File: config.mk
export PLATFORM = sky130hd
export DESIGN_NAME = apb_rd_seq
export DESIGN_NICKNAME = d
export VERILOG_FILES = /design/src/rtl/apb_rd_seq_pkg.sv /design/src/rtl/apb_rd_seq.sv
export SDC_FILE = /design/constraint.sdc
export NUM_CORES = 1
export LEC_CHECK = 0
export ABC_AREA = 1
export CAP_MARGIN = 5
export CORE_MARGIN = 4
export CORE_UTILIZATION = 55
export DETAILED_ROUTE_END_ITERATION = 12
export PLACE_DENSITY = 0.94
export REMOVE_ABC_BUFFERS = 1
export SLEW_MARGIN = 20
export SYNTH_ARGS = -nofsm -noshare
export SYNTH_HDL_FRONTEND = slang
export SYNTH_SLANG_ARGS = --single-unit
export TNS_END_PERCENT = 20
File: constraint.sdc
create_clock -name clk -period 3.45 [get_ports clk]
set_input_delay 0.345 -clock clk [delete_from_list [all_inputs] [get_ports clk]]
set_output_delay 0.345 -clock clk [all_outputs]
set_load 0.02 [all_outputs]
File: src/rtl/apb_rd_seq_pkg.sv
// apb_rd_seq_pkg: state encoding and beat/count width helpers shared with the HRDATA assembly stage
package apb_rd_seq_pkg;
    typedef enum logic [1:0] {IDLE, SETUP, ACCESS, DONE} state_t;
    function automatic int nbeats_f(int ahb_dw, int apb_dw);
        return ahb_dw / apb_dw;
    endfunction
    function automatic int cnt_w(int nbeats);
        return $clog2(nbeats) + 1;
    endfunction
endpackage

File: src/rtl/apb_rd_seq.sv
// apb_rd_seq: splits one AHB read into 1..NBEATS APB reads, strobing each beat's PRDATA into its slice
module apb_rd_seq
    import apb_rd_seq_pkg::*;
#(
    parameter int AHB_DW = 32,
    parameter int APB_DW = 8,
    parameter int APB_AW = 32,
    localparam int NBEATS = nbeats_f(AHB_DW, APB_DW),
    localparam int CW = cnt_w(NBEATS)
) (
    input  logic              clk,
    input  logic              rst,
    input  logic              i_start,
    input  logic [APB_AW-1:0] i_addr,
    input  logic [CW-1:0]     i_beats,
    output logic              o_busy,
    output logic              o_psel,
    output logic              o_penable,
    output logic              o_pwrite,
    output logic [APB_AW-1:0] o_paddr,
    input  logic              i_pready,
    input  logic              i_pslverr,
    input  logic [APB_DW-1:0] i_prdata,
    output logic [NBEATS-1:0] o_load,
    output logic [APB_DW-1:0] o_data,
    output logic              o_done,
    output logic              o_err
);
    localparam int STEP = APB_DW / 8;
    state_t state;
    logic [CW-1:0] cnt, beats, cnt_nx;
    logic [APB_AW-1:0] base;
    logic beat_ok;
    assign cnt_nx = cnt + 1'b1;
    assign beat_ok = state == ACCESS && i_pready && !i_pslverr;
    // load and data bypass the registers so the slice captures on the completing edge
    assign o_load = NBEATS'(beat_ok) << cnt;
    assign o_data = i_prdata;
    assign o_pwrite = 1'b0;
    always_ff @(posedge clk or negedge rst) begin
        if (!rst) begin
            state     <= IDLE;
            cnt       <= '0;
            beats     <= '0;
            base      <= '0;
            o_busy    <= 1'b0;
            o_psel    <= 1'b0;
            o_penable <= 1'b0;
            o_paddr   <= '0;
            o_done    <= 1'b0;
            o_err     <= 1'b0;
        end else begin
            o_done <= 1'b0;
            o_err  <= 1'b0;
            case (state)
                IDLE: if (i_start) begin
                    base    <= i_addr;
                    beats   <= (i_beats == '0) ? CW'(1) : i_beats;
                    cnt     <= '0;
                    o_paddr <= i_addr;
                    o_psel  <= 1'b1;
                    o_busy  <= 1'b1;
                    state   <= SETUP;
                end
                SETUP: begin
                    o_penable <= 1'b1;
                    state     <= ACCESS;
                end
                ACCESS: if (i_pready) begin
                    o_penable <= 1'b0;
                    if (!i_pslverr) cnt <= cnt_nx;
                    if (i_pslverr || cnt_nx == beats) begin
                        o_psel <= 1'b0;
                        o_done <= 1'b1;
                        o_err  <= i_pslverr;
                        state  <= DONE;
                    end else begin
                        o_paddr <= base + APB_AW'(cnt_nx) * APB_AW'(STEP);
                        state   <= SETUP;
                    end
                end
                DONE: begin
                    o_busy <= 1'b0;
                    state  <= IDLE;
                end
            endcase
        end
    end
endmodule

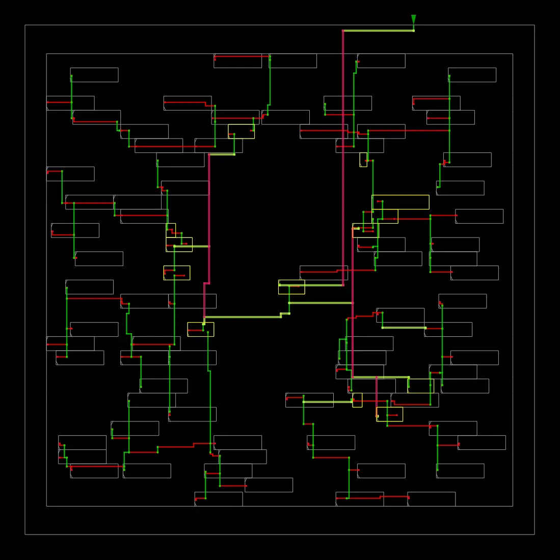
Fig. 1. The clock network.
Clock net power: 0.636 mW
total clock buffers created by CTS: 9

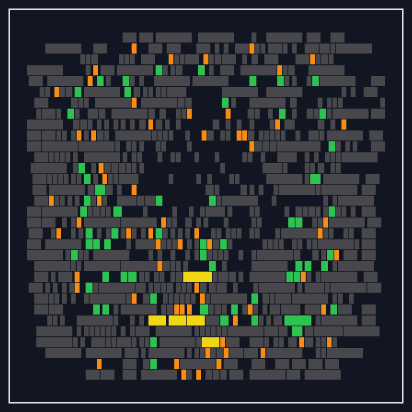
Fig. 2. Gate-type map.
Drawn at 4 px/um.
[orange] inv cells | cells: 62
[yellow] fa/ha/maj cells | cells: 5 | where: bottom middle
[green] aoi and oai cells | cells: 60

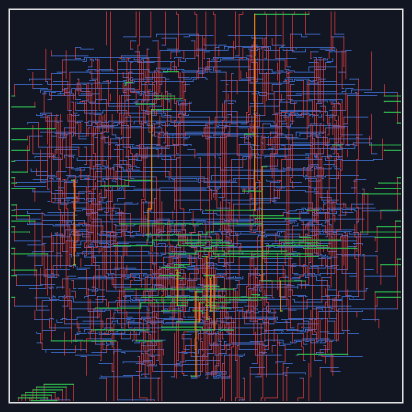
Fig. 3. Wiring by layer.
Drawn at 4 px/um.
[green] M3 | wire length: 809 um
[orange] M4 | wire length: 210 um
[blue] M1 | wire length: 5350 um
[red] M2 | wire length: 5820 um
All-Layer GR Usage: 0.264
routed len/inst: 14.9 um
Vias: 4398

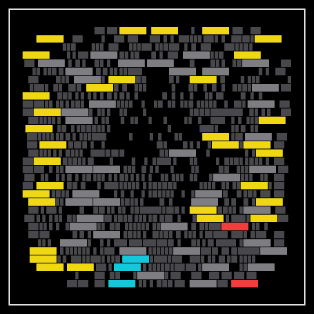
Fig. 4. Register map, names as in the netlist.
Drawn at 3 px/um.
[yellow] o_paddr | placed flops: 32 | where: widely spread
[cyan] beats | placed flops: 3
[red] state | placed flops: 2

## stage by stage
stage / hold slack [ns] / cell area (um2)
after detailed placement: 0.465 / 5210
after floorplan: 0.0494 / 4270
after CTS: 0.184 / 5380
after global routing: 0.240 / 5380
after global placement: 0.462 / 5210
final: 0.143 / 5380
## worst max path at each step
| stage | from | end | slack, ns |
|---|---|---|---|
| after floorplan | cnt[0] | o_paddr[18] | 1.34 |
| after global placement | state[0] | o_load[0] | 0.91 |
| after global routing | state[0] | o_load[2] | 0.21 |
| final | state[0] | o_load[2] | 0.32 |
| after detailed placement | state[0] | o_load[2] | 0.74 |
| after CTS | state[0] | o_load[2] | 0.36 |
==> results.cfg <==
; yosys + openroad results
[detailed_routing]
top_layer = met4
ant_nets = 0
route.met2.wl_um = 5820

[layout]
final_cell_mix = nand2_1, clkdlybuf4s50_1, dfrtp_1
largest_registers = base x32, o_paddr x32
final-comb-area_um2 = 2110
final_cell_count_no_fill = 819
num-nonclk-buffers = 82
drive_gt1_frac = 0.0377
syn2layout_area_growth_pct = 20.6
nNetsFinal = 768

[critical_path]
crit_required_ns = 3.11
crit_type = reg2out
r2r_slack_ns = 0.94
reg2reg_depth = 13
slowest_delay_ns = 0.66
crit_slowest_cell = clkdlybuf4s50_1

[power]
pwr-share-comb = 0.506
power_density_nw_per_um2 = 881
switching_share = 0.460
power_mw = 4.74
power-top-group = combinational cells

[global_route]
met3_usage = 0.0386
gr-usage-met2 = 0.438
overflow = 0
use_met1 = 0.360
grt_pass1_wl_um = 20700

[logic_synthesis]
synth_cells = 650
ys_sh_xor = 0
flop_cell = dfrtp_1
ys_sh_aoi = 0.0733
yosys_area_um2 = 4460
top_cell_area_share = 0.432
synthesis.area_um2 = 4460

[clock_tree]
ctsRootBufferMaster = clkbuf_8
htree_levels = 3
cts_sinks = 77
cts-resized-gates = 0

[final_timing]
timing.final.crit_share = 0.906
fin_skew_ns = 0.0112
rsz0062_at_grt = false

[job]
maxCapViolCount = 0
warnings = 25

[floorplanning]
io_pins = 98
rows = 32
taps = 102

[run_status]
status = finished clean
No activity file was given, so power comes from the tool's default toggle rates.
